Design time_set_ctrl, sky130hd; sources not shown.
Cells colored by class:
The bar under the picture is 20 um long. Fill, decap, tap and diode cells in gray.
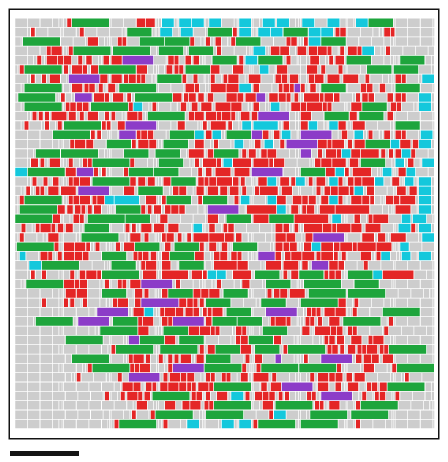
sequential cells: drawn in green, cells 136. clock drivers and dummy loads: drawn in purple, cells 32. remaining buffers and delay cells: drawn in cyan, cells 89. remaining logic cells: drawn in red, cells 690.
Finished Core Util: 62.6%
Design Area, Final: 0.00917 mm2
Core Footprint: 0.0146 mm2
row cnt: 44
Seq/total area: 36.2%

Placed standard cells:
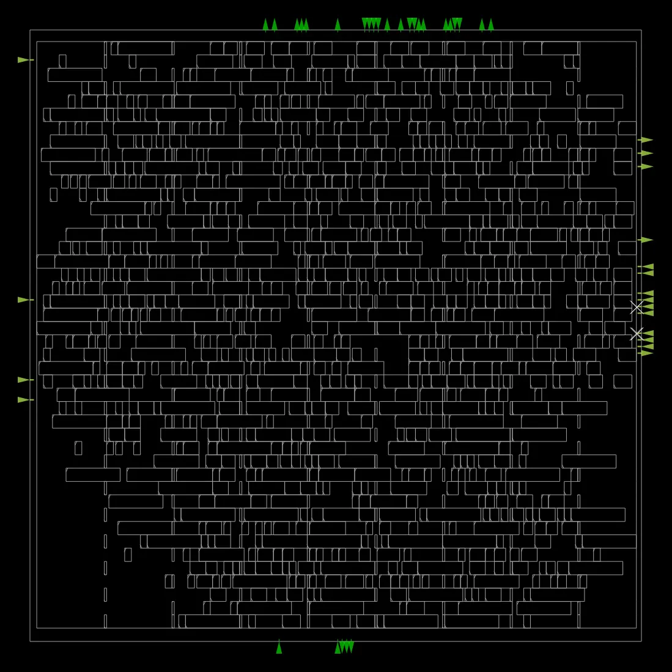
fin cells: 1,131
registers: 136
Fill cells: 1,267

Met1 routing:
Supply wires on this layer in gray.
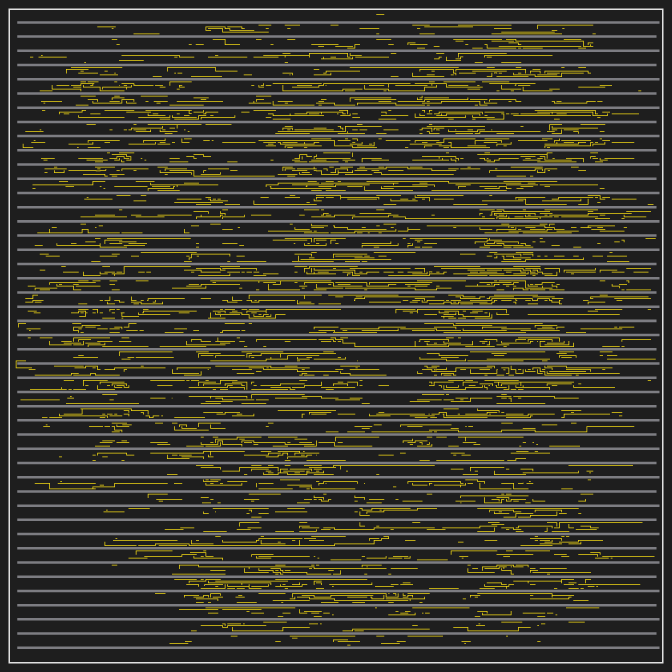
The longest straight run is 27.8 um. The layer holds 48% of the routed length. 911 nets have wire on it. The layer carries 7,240 um of wire. The wires run mostly horizontal.
Post-Route WL: 15,200 um
via count: 6,042
met1 Resource Use GR: 27.3%

==> results.py <==
# Physical implementation metrics
metrics = {
    "synthesis": {
        "synth.cell_area_mm2": 0.00739,
        "top_cells_by_count": "nor2_1, dfxtp_1, nand2_1",
        "top_cells_by_area": "edfxtp_1, dfxtp_1, nor2_1, xor2_1, ha_1",
        "synthMuxAreaShare_pct": 0.136,
        "topCombFamilyByArea": "simple AND/OR/NAND/NOR gates",
        "ys_ff": 136,
        "syn_inst": 801,
        "avgSynthCellArea_um2": 9.22,
        "ff_type": "dfxtp_1",
        "synth.distinct_cells": 72,
        "top_area_cell": "edfxtp_1",
    },
    "flow_run": {
        "warning_count": 37,
    },
    "setup_path": {
        "path_delay_family": "AND-OR/OR-AND gates",
        "reg2reg_slack_ns": 0.23,
        "cp.required_ns": 2.75,
        "cp_num_buf_inv": 2,
        "critPathCaptureType": "flop",
        "worst-path-max-fanout": 8,
        "cp.depth": 9,
        "cp_data_arrival_time_ns": 2.57,
    },
    "routing": {
        "wl_per_cell_um": 13.5,
        "drc_errors": 4,
        "ant_nets": 0,
        "drtIter0Drc": 482,
    },
    "clocking": {
        "clock_sinks": 136,
        "ctsHoldBuffers": 0,
        "clk_pin_slew_ns": 0.06,
    },
    "timing": {
        "fin_crit_sh_pct": 92.4,
        "setup_slack_ns": 0.187,
        "fmax_mhz": 442,
        "hold_viol_final": 0,
        "setup_tns_ns": 0,
    },
    "cells_and_area": {
        "layout_top_cell": "nor2_1",
        "area_growth_pct": 24.2,
        "largest_reg_flops": 60,
        "flop_area_mm2": 0.00332,
        "drive_gt1_share_pct": 11.9,
        "comb_area_mm2": 0.00409,
    },
    "placed_design": {
        "dp.cells": 1097,
        "io_buffer_count": 44,
        "postPlaceCellArea_mm2": 0.00847,
        "pre_cts_ws_ns": -0.585,
    },
    "grt": {
        "gr-total-overflow": 0,
        "grt_pass1_wl_um": 26400,
    },
    "floorplanning": {
        "die_w_um": 125,
        "die_h_um": 125,
        "initCoreUtil_pct": 50.4,
    },
    "worst_hold_path": {
        "holdCritPathClass": "reg -> reg",
    },
    "pwr": {
        "power.density_mw_per_mm2": 642,
        "total_power_mw": 5.88,
    },
    "run_status": {
        "status": "finished with violations",
        "violations": "DRC",
    },
}
-- final cells by class --
cell class	instances	share of cell area (%)
Multi-Input combinational cell	667	44.5
Tap cell	184	2.51
Timing Repair Buffer	89	8.75
Clock buffer	25	6.21
Sequential cell	136	36.2
Inverter	23	0.941
Clock inverter	7	0.805
-- power breakdown --
group | leakage [nW] | internal, mW | total (mW) | switching [mW]
clock | 0.317 | 1.72 | 2.69 | 0.967
sequential | 1.23 | 2.44 | 2.53 | 0.0894
combinational | 1.71 | 0.305 | 0.667 | 0.361
-- metal layers --
metal,vias to the layer above,wire [um],GRT usage [%]
li1,3089,-,-
met1,2816,7240,27.3
met2,116,7140,34.6
met3,21,624,4.34
met4,0,223,6.75
met5,-,0,0
Power is estimated from default activity; no workload was simulated.
